==> config.mk <==
export PLATFORM = sky130hd
export DESIGN_NAME = alu_cmd_issue_flat
export DESIGN_NICKNAME = d
export VERILOG_FILES = /design/src/rtl/alu_cmd_issue_if.sv /design/src/rtl/alu_cmd_issue.sv /design/src/flat_wrapper.sv
export SDC_FILE = /design/constraint.sdc
export NUM_CORES = 1
export LEC_CHECK = 0
export ABC_CLOCK_PERIOD_IN_PS = 3500
export CAP_MARGIN = 20
export CORE_MARGIN = 5
export CORE_UTILIZATION = 32
export CTS_CLUSTER_SIZE = 25
export DETAILED_ROUTE_END_ITERATION = 8
export HOLD_SLACK_MARGIN = 0.12
export SLEW_MARGIN = 5
export SYNTH_ARGS = -nofsm -noshare
export SYNTH_HDL_FRONTEND = slang
export SYNTH_SLANG_ARGS = --single-unit
==> constraint.sdc <==
create_clock -name clk -period 3.5 [get_ports clk]
set_input_delay 0.7 -clock clk [delete_from_list [all_inputs] [get_ports clk]]
set_output_delay 0.7 -clock clk [all_outputs]
set_load 0.01 [all_outputs]
==> src/rtl/alu_cmd_issue_if.sv <==
`default_nettype none
// ============================================================================
// Module      : alu_cmd_issue_if
// Description : Command, ALU-drive and response bundle for alu_cmd_issue.
// Revision    : 1.0  initial release
// ============================================================================
interface alu_cmd_issue_if #(
    parameter int DW = 16,
    parameter int RW = 32
);
    // command channel
    logic          cmd_valid;
    logic          cmd_ready;
    logic [DW-1:0] cmd_a;
    logic [DW-1:0] cmd_b;
    logic [2:0]    cmd_opcode;
    logic          cmd_mode;

    // ALU drive and return
    logic [DW-1:0] alu_a;
    logic [DW-1:0] alu_b;
    logic [2:0]    alu_opcode;
    logic          alu_mode;
    logic [RW-1:0] alu_result;
    logic [4:0]    alu_flags;

    // response channel
    logic          rsp_valid;
    logic          rsp_ready;
    logic [RW-1:0] rsp_result;
    logic [4:0]    rsp_flags;

    modport slave (
        input  cmd_valid, cmd_a, cmd_b, cmd_opcode, cmd_mode,
        input  alu_result, alu_flags, rsp_ready,
        output cmd_ready, alu_a, alu_b, alu_opcode, alu_mode,
        output rsp_valid, rsp_result, rsp_flags
    );

    modport master (
        output cmd_valid, cmd_a, cmd_b, cmd_opcode, cmd_mode,
        output alu_result, alu_flags, rsp_ready,
        input  cmd_ready, alu_a, alu_b, alu_opcode, alu_mode,
        input  rsp_valid, rsp_result, rsp_flags
    );
endinterface
`default_nettype wire

==> src/rtl/alu_cmd_issue.sv <==
`default_nettype none
// ============================================================================
// Module      : alu_cmd_issue
// Description : Buffers ALU commands in a FIFO, issues them to the ALU from
//               registers and captures result/flags into a response channel.
// Revision    : 1.0  initial release
// ============================================================================
module alu_cmd_issue #(
    parameter int DEPTH = 4,
    parameter int DW    = 16,
    parameter int RW    = 32
) (
    input  wire logic                         clk,
    input  wire logic                         rst,
    alu_cmd_issue_if.slave                    bus,
    output logic [$clog2(DEPTH+1)-1:0]        count,
    output logic                              busy
);

    localparam int AW = $clog2(DEPTH);
    localparam int CW = $clog2(DEPTH+1);
    localparam int EW = 2*DW + 4;

    localparam logic [CW-1:0] c_depth = CW'(DEPTH);

    localparam logic [1:0] c_st_idle = 2'd0;
    localparam logic [1:0] c_st_exec = 2'd1;
    localparam logic [1:0] c_st_resp = 2'd2;

    logic [EW-1:0] r_mem [DEPTH];
    logic [AW-1:0] r_wptr;
    logic [AW-1:0] r_rptr;
    logic [CW-1:0] r_count;
    logic [1:0]    r_state;

    logic [DW-1:0] r_alu_a;
    logic [DW-1:0] r_alu_b;
    logic [2:0]    r_alu_opcode;
    logic          r_alu_mode;

    logic          r_rsp_valid;
    logic [RW-1:0] r_rsp_result;
    logic [4:0]    r_rsp_flags;

    logic          w_cmd_ready;
    logic          w_push;
    logic          w_pop;
    logic          w_has_cmd;
    logic [EW-1:0] w_head;

    // Ready looks only at registered occupancy: no bypass when full.
    assign w_cmd_ready = !rst && (r_count < c_depth);
    assign w_push      = bus.cmd_valid && w_cmd_ready;
    assign w_has_cmd   = (r_count != '0);
    assign w_head      = r_mem[r_rptr];

    always_comb begin
        w_pop = 1'b0;
        case (r_state)
            c_st_idle: w_pop = w_has_cmd;
            c_st_resp: w_pop = w_has_cmd && bus.rsp_ready;
            default:   w_pop = 1'b0;
        endcase
    end

    always_ff @(posedge clk) begin
        if (w_push) begin
            r_mem[r_wptr] <= {bus.cmd_mode, bus.cmd_opcode, bus.cmd_b, bus.cmd_a};
        end
    end

    // Pointers are AW bits wide, so they wrap modulo DEPTH on their own.
    always_ff @(posedge clk or posedge rst) begin
        if (rst) begin
            r_wptr  <= '0;
            r_rptr  <= '0;
            r_count <= '0;
        end else begin
            if (w_push) begin
                r_wptr <= r_wptr + 1'b1;
            end
            if (w_pop) begin
                r_rptr <= r_rptr + 1'b1;
            end
            case ({w_push, w_pop})
                2'b10:   r_count <= r_count + 1'b1;
                2'b01:   r_count <= r_count - 1'b1;
                default: r_count <= r_count;
            endcase
        end
    end

    always_ff @(posedge clk or posedge rst) begin
        if (rst) begin
            r_state      <= c_st_idle;
            r_alu_a      <= '0;
            r_alu_b      <= '0;
            r_alu_opcode <= '0;
            r_alu_mode   <= 1'b0;
            r_rsp_valid  <= 1'b0;
            r_rsp_result <= '0;
            r_rsp_flags  <= '0;
        end else begin
            if (w_pop) begin
                {r_alu_mode, r_alu_opcode, r_alu_b, r_alu_a} <= w_head;
            end
            case (r_state)
                c_st_idle: begin
                    if (w_has_cmd) begin
                        r_state <= c_st_exec;
                    end
                end
                // One settle cycle for the combinational ALU, then capture.
                c_st_exec: begin
                    r_rsp_result <= bus.alu_result;
                    r_rsp_flags  <= bus.alu_flags;
                    r_rsp_valid  <= 1'b1;
                    r_state      <= c_st_resp;
                end
                c_st_resp: begin
                    if (bus.rsp_ready) begin
                        r_rsp_valid <= 1'b0;
                        r_state     <= w_has_cmd ? c_st_exec : c_st_idle;
                    end
                end
                default: begin
                    r_state     <= c_st_idle;
                    r_rsp_valid <= 1'b0;
                end
            endcase
        end
    end

    assign bus.cmd_ready  = w_cmd_ready;
    assign bus.alu_a      = r_alu_a;
    assign bus.alu_b      = r_alu_b;
    assign bus.alu_opcode = r_alu_opcode;
    assign bus.alu_mode   = r_alu_mode;
    assign bus.rsp_valid  = r_rsp_valid;
    assign bus.rsp_result = r_rsp_result;
    assign bus.rsp_flags  = r_rsp_flags;
    assign count          = r_count;
    assign busy           = (r_state != c_st_idle);

endmodule
`default_nettype wire

==> src/flat_wrapper.sv <==
// flat-port wrapper written by rule: the top's interface ports become plain ports
module alu_cmd_issue_flat 
#(
    parameter int DEPTH = 4,
    parameter int DW    = 16,
    parameter int RW    = 32
)
  (clk, rst, count, busy, bus_cmd_valid, bus_cmd_a, bus_cmd_b, bus_cmd_opcode, bus_cmd_mode, bus_alu_result, bus_alu_flags, bus_rsp_ready, bus_cmd_ready, bus_alu_a, bus_alu_b, bus_alu_opcode, bus_alu_mode, bus_rsp_valid, bus_rsp_result, bus_rsp_flags);
  alu_cmd_issue_if #(.DW(DW), .RW(RW)) bus_i ();
  input  wire logic clk;
  input  wire logic rst;
  output logic [$clog2(DEPTH+1)-1:0] count;
  output logic busy;
  input wire logic [$bits(bus_i.cmd_valid)-1:0] bus_cmd_valid;
  input wire logic [$bits(bus_i.cmd_a)-1:0] bus_cmd_a;
  input wire logic [$bits(bus_i.cmd_b)-1:0] bus_cmd_b;
  input wire logic [$bits(bus_i.cmd_opcode)-1:0] bus_cmd_opcode;
  input wire logic [$bits(bus_i.cmd_mode)-1:0] bus_cmd_mode;
  input wire logic [$bits(bus_i.alu_result)-1:0] bus_alu_result;
  input wire logic [$bits(bus_i.alu_flags)-1:0] bus_alu_flags;
  input wire logic [$bits(bus_i.rsp_ready)-1:0] bus_rsp_ready;
  output wire logic [$bits(bus_i.cmd_ready)-1:0] bus_cmd_ready;
  output wire logic [$bits(bus_i.alu_a)-1:0] bus_alu_a;
  output wire logic [$bits(bus_i.alu_b)-1:0] bus_alu_b;
  output wire logic [$bits(bus_i.alu_opcode)-1:0] bus_alu_opcode;
  output wire logic [$bits(bus_i.alu_mode)-1:0] bus_alu_mode;
  output wire logic [$bits(bus_i.rsp_valid)-1:0] bus_rsp_valid;
  output wire logic [$bits(bus_i.rsp_result)-1:0] bus_rsp_result;
  output wire logic [$bits(bus_i.rsp_flags)-1:0] bus_rsp_flags;
  assign bus_i.cmd_valid = bus_cmd_valid;
  assign bus_i.cmd_a = bus_cmd_a;
  assign bus_i.cmd_b = bus_cmd_b;
  assign bus_i.cmd_opcode = bus_cmd_opcode;
  assign bus_i.cmd_mode = bus_cmd_mode;
  assign bus_i.alu_result = bus_alu_result;
  assign bus_i.alu_flags = bus_alu_flags;
  assign bus_i.rsp_ready = bus_rsp_ready;
  assign bus_cmd_ready = bus_i.cmd_ready;
  assign bus_alu_a = bus_i.alu_a;
  assign bus_alu_b = bus_i.alu_b;
  assign bus_alu_opcode = bus_i.alu_opcode;
  assign bus_alu_mode = bus_i.alu_mode;
  assign bus_rsp_valid = bus_i.rsp_valid;
  assign bus_rsp_result = bus_i.rsp_result;
  assign bus_rsp_flags = bus_i.rsp_flags;
  alu_cmd_issue #(.DEPTH(DEPTH), .DW(DW), .RW(RW)) u_core (.clk(clk), .rst(rst), .bus(bus_i), .count(count), .busy(busy));
endmodule
==> images/flops_by_reg.png <==
Bar = 50 um.
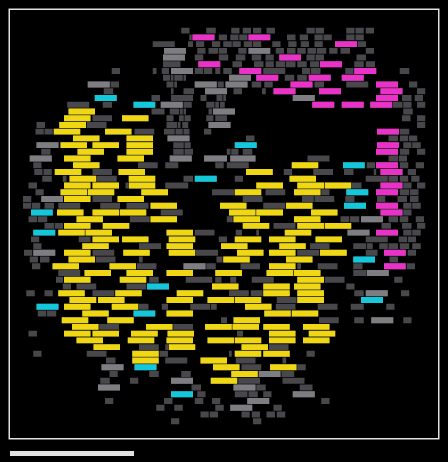
u_core.r_mem: in yellow, sequential cells 144. u_core.bus.rsp_result: in magenta, sequential cells 32, where north-east. u_core.bus.alu_b: in cyan, sequential cells 16.
Another 35 sequential cells are not colored.
register share of the cell area: 0.571
sequential power: 0.00405 W
Sequential Area: 6410 um^2
core utilization of the finished layout: 0.430

==> images/logic_types.png <==
Bar = 50 um.
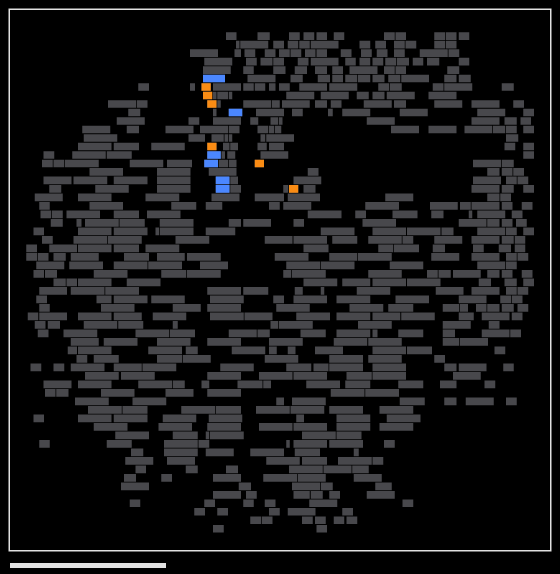
adder and majority cells: in blue, cells 6, where north. XOR/XNOR gates: in orange, cells 6.
Post-Layout Cell Count: 922
multi-input gate share of total cell area: 0.174
most common library cell in the layout ignoring fill and taps: sky130_fd_sc_hd__clkdlybuf4s50_1

==> images/wires.png <==
Only two layers are drawn.
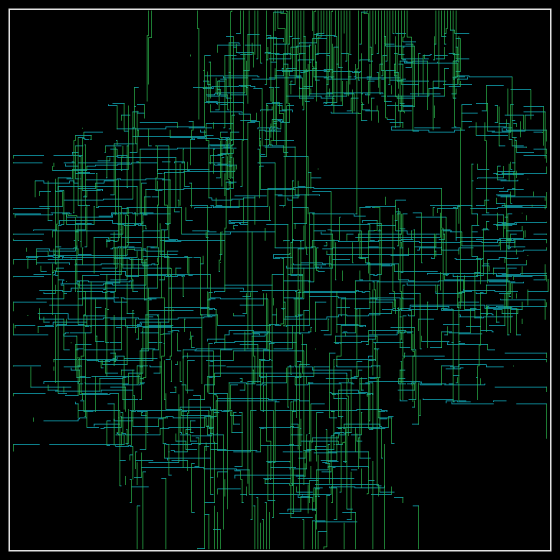
metal 2: in green, wire length 9,070 um. metal 1: in cyan, wire length 6,960 um.

==> images/io_placement.png <==
Pins as bars across the die edge, other pins in gray.
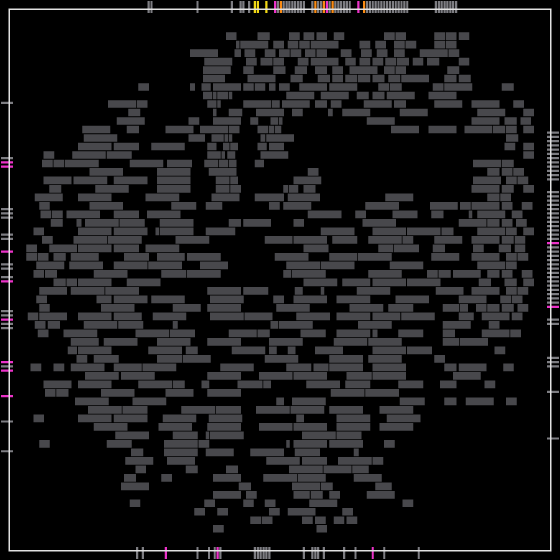
count: in yellow, pins 3, direction output, edge north. bus_alu_flags: in orange, pins 5, direction input, edge north. bus_cmd_b: in magenta, pins 16, direction input, edge 8 west, 3 north, 3 south, 2 east.
All pins by edge: 60 north, 47 east, 25 west, 24 south.

==> images/clocks.png <==
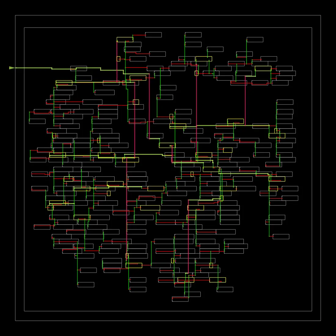
Num Clock Sinks: 227
Max Clock Skew: 0.0103 ns
Clock Latency Late Sink: 0.50 ns

==> results.rst <==
Flow metrics
------------

.. list-table::
   :header-rows: 1

   * - Metric
     - Value
   * - Outcome
     - finished, final reports clean
   * - Yosys simple share
     - 0.0106
   * - Area share of buffers outside the clock network
     - 0.146
   * - Combined area of the multi-input logic cells
     - 1950 um^2
   * - Tap cells
     - approximately 340
   * - Total congestion overflow after global routing
     - 0
   * - P_leak
     - roughly 4 nW
   * - Sw Pwr
     - 0.00267 W
   * - Fillers
     - 2,278
   * - Pre-Repair DR Iteration Count
     - 4
   * - Area share of and-or/or-and cells after synthesis
     - 0.00236
   * - PwrDens
     - roughly 860 nW/um^2
   * - Maximum fanout count along the critical path
     - 6
   * - Total negative setup slack
     - 0 ns
   * - Critical path arrival
     - 2.06 ns
   * - GR Layer Usage met3
     - 0.0258
   * - Post-Synthesis Net Count
     - 474
   * - Power group with the largest share
     - sequential cells
   * - CTS-repair resized insts
     - 0
   * - Average cell area after synthesis
     - between 20 and 25 um^2
   * - Clock buffers and inverters, area share
     - 0.0697
   * - Chip area
     - 29,900 um^2
   * - DRC Markers
     - 0
   * - Number of instances in the synthesized netlist
     - 391
   * - Netlist area before placement
     - 8490 um^2
   * - Final number of setup-violating endpoints
     - 0
   * - Required time reported for the critical path endpoint
     - 2.80 ns
   * - Number of logic gates
     - between 100 and 150
   * - Register bit total from synthesis
     - 227
   * - Ratio of final minimum period to clock period
     - 0.788
   * - TritonCTS Buffers
     - 25
   * - Post-synthesis cell type with the largest combined area
     - sky130_fd_sc_hd__edfxtp_1
   * - Headroom to the max-slew limit
     - 0.325
   * - Initial antenna violation count
     - 2
   * - Clock Power
     - 0.00245 W
   * - Floorplan utilization
     - 0.325
   * - Total wire length after detailed routing
     - roughly 17,000 um
   * - Top-level I/O count
     - between 150 and 200
   * - Via count of the first global-routing pass
     - about 4.9k
   * - Number of warning messages in the yosys log
     - 0
   * - Final Wtd Congestion
     - between 0.6 and 0.7
   * - Pins Over Slew Limit
     - 0
   * - Number of enable flip-flop cells
     - between 100 and 150
   * - Most used cells in the layout excluding fill and tap cells
     - 155 x sky130_fd_sc_hd__clkdlybuf4s50_1, 144 x sky130_fd_sc_hd__edfxtp_1, 81 x sky130_fd_sc_hd__dfrtp_1, 66 x sky130_fd_sc_hd__mux2_2, 35 x sky130_fd_sc_hd__mux4_2
   * - # H-tree levels
     - 1
   * - Share of cells above drive strength 1
     - 0.291
   * - Synthesis area per yosys
     - approximately 8500 um^2
   * - Count of antenna-violating nets left after detailed routing
     - 0
   * - Setup Crit Path Kind
     - in -> out
   * - Top cells by area
     - sky130_fd_sc_hd__edfxtp_1 51%, sky130_fd_sc_hd__dfrtp_1 24%, sky130_fd_sc_hd__mux4_2 9.3%, sky130_fd_sc_hd__mux2_2 8.8%, sky130_fd_sc_hd__mux2_4 1.4%
   * - Width of the chip
     - roughly 170 um
   * - Max-cap viol count
     - 0
   * - Top_reg_cell synth
     - sky130_fd_sc_hd__edfxtp_1
   * - Final Total Pwr
     - 0.00969 W
   * - GRT met1 Usage
     - 0.135
   * - Launching element type of the critical path
     - input pin
   * - Count of buffers not belonging to the clock network in the layout
     - 166
   * - Port Buffer Count
     - 155
   * - Routing usage on met2
     - 0.207
   * - Aggregate global-route resource usage
     - 0.114
   * - Instance area after placement
     - 10,400 um^2
   * - Pin count of the biggest net entering global routing
     - ~47
   * - Register-to-Register Path Depth
     - 3
   * - Int Pwr
     - ~0.007 W
   * - Highest clock frequency the design can meet
     - roughly 0.36 GHz
   * - Final Net Count
     - 651
   * - Largest combinational cell category by area
     - multiplexers
   * - Largest type area fraction
     - 0.509
   * - Final Cell Area
     - 11,200 um^2
   * - Final Hold Vio Count
     - 0
   * - CORE AREA
     - 26,100 um^2
   * - TritonCTS clock tree
     - done
   * - Number of vias in the routed layout
     - ~4.2k
   * - Count of non-CTS inverters in the layout
     - 7
   * - Part of the total power dissipated in the clock network
     - 0.253
   * - Number of DRC violations after detailed-routing iteration 0
     - 195
   * - Reg clk slew, reported paths
     - 0.06 ns
   * - P_comb
     - 0.00318 W
   * - WL per Instance
     - 18.7 um
   * - Min-delay worst type
     - reg -> reg
   * - Top class by area
     - registers
   * - Detailed placer's ending HPWL
     - 11,700 um
   * - Share of synthesized area occupied by flip-flops and latches
     - 0.754
   * - Tightest Pin Transition
     - just over 1 ns
   * - Cts hold-fix bufs
     - 0
   * - Relative contribution of combinational cells to total power
     - 0.328
   * - Number of antenna cells inserted
     - 2
   * - Sequential cell fraction of total power
     - 0.419
   * - Most used standard cell by instance count after synthesis
     - sky130_fd_sc_hd__edfxtp_1
   * - Adder-cell area share of the yosys netlist
     - 0.00972
   * - Number of warning messages in the logs
     - 29
==> final timing paths <==
check	start	endpoint	slack [ns]
setup / recovery	rst	bus_cmd_ready	0.74
max in group asynchronous	rst	u_core.bus.rsp_result[10]$_DFFE_PP0P_	2.06
hold reg to reg	u_core.bus.rsp_valid$_DFFE_PP0P_	u_core.bus.rsp_valid$_DFFE_PP0P_	0.48
min in group asynchronous	rst	u_core.bus.rsp_result[30]$_DFFE_PP0P_	0.67
hold / removal	u_core.bus.rsp_valid$_DFFE_PP0P_	u_core.bus.rsp_valid$_DFFE_PP0P_	0.48
setup reg to reg	u_core.count[2]$_DFFE_PP0P_	u_core.r_mem[1][5]$_DFFE_PP_	1.51
==> state kept, by name, summed over array words and instances, names as in the netlist, 3 cells and up <==
signal                 flops
u_core.bus.alu_opcode      3
u_core.count               3
u_core.bus.alu_b          16
u_core.r_mem             144
u_core.bus.rsp_flags       5
u_core.bus.rsp_result     32
u_core.bus.alu_a          16
==> through the flow <==
step	util	hold slack, ns	worst slack, ns
2_1_floorplan	-	0.494	0.663
3_3_place_gp	0.399	0.465	0.748
3_5_place_dp	0.399	0.471	0.689
4_1_cts	0.429	0.484	0.708
5_1_grt	0.430	0.507	0.679
6_report	0.430	0.481	0.741
==> worst max-delay path, stage by stage <==
cell,delay (ns)
sky130_fd_sc_hd__clkdlybuf4s50_1,0.46
sky130_fd_sc_hd__nor2_1,0.29
sky130_fd_sc_hd__clkdlybuf4s50_1,0.60
==> metal layers <==
layer | routed length [um] | vias to the layer above
li1 | - | 1884
met1 | 6960 | 2137
met2 | 9070 | 115
met3 | 786 | 24
met4 | 420 | 0
met5 | 0 | -
Power is estimated from default activity; no workload was simulated.
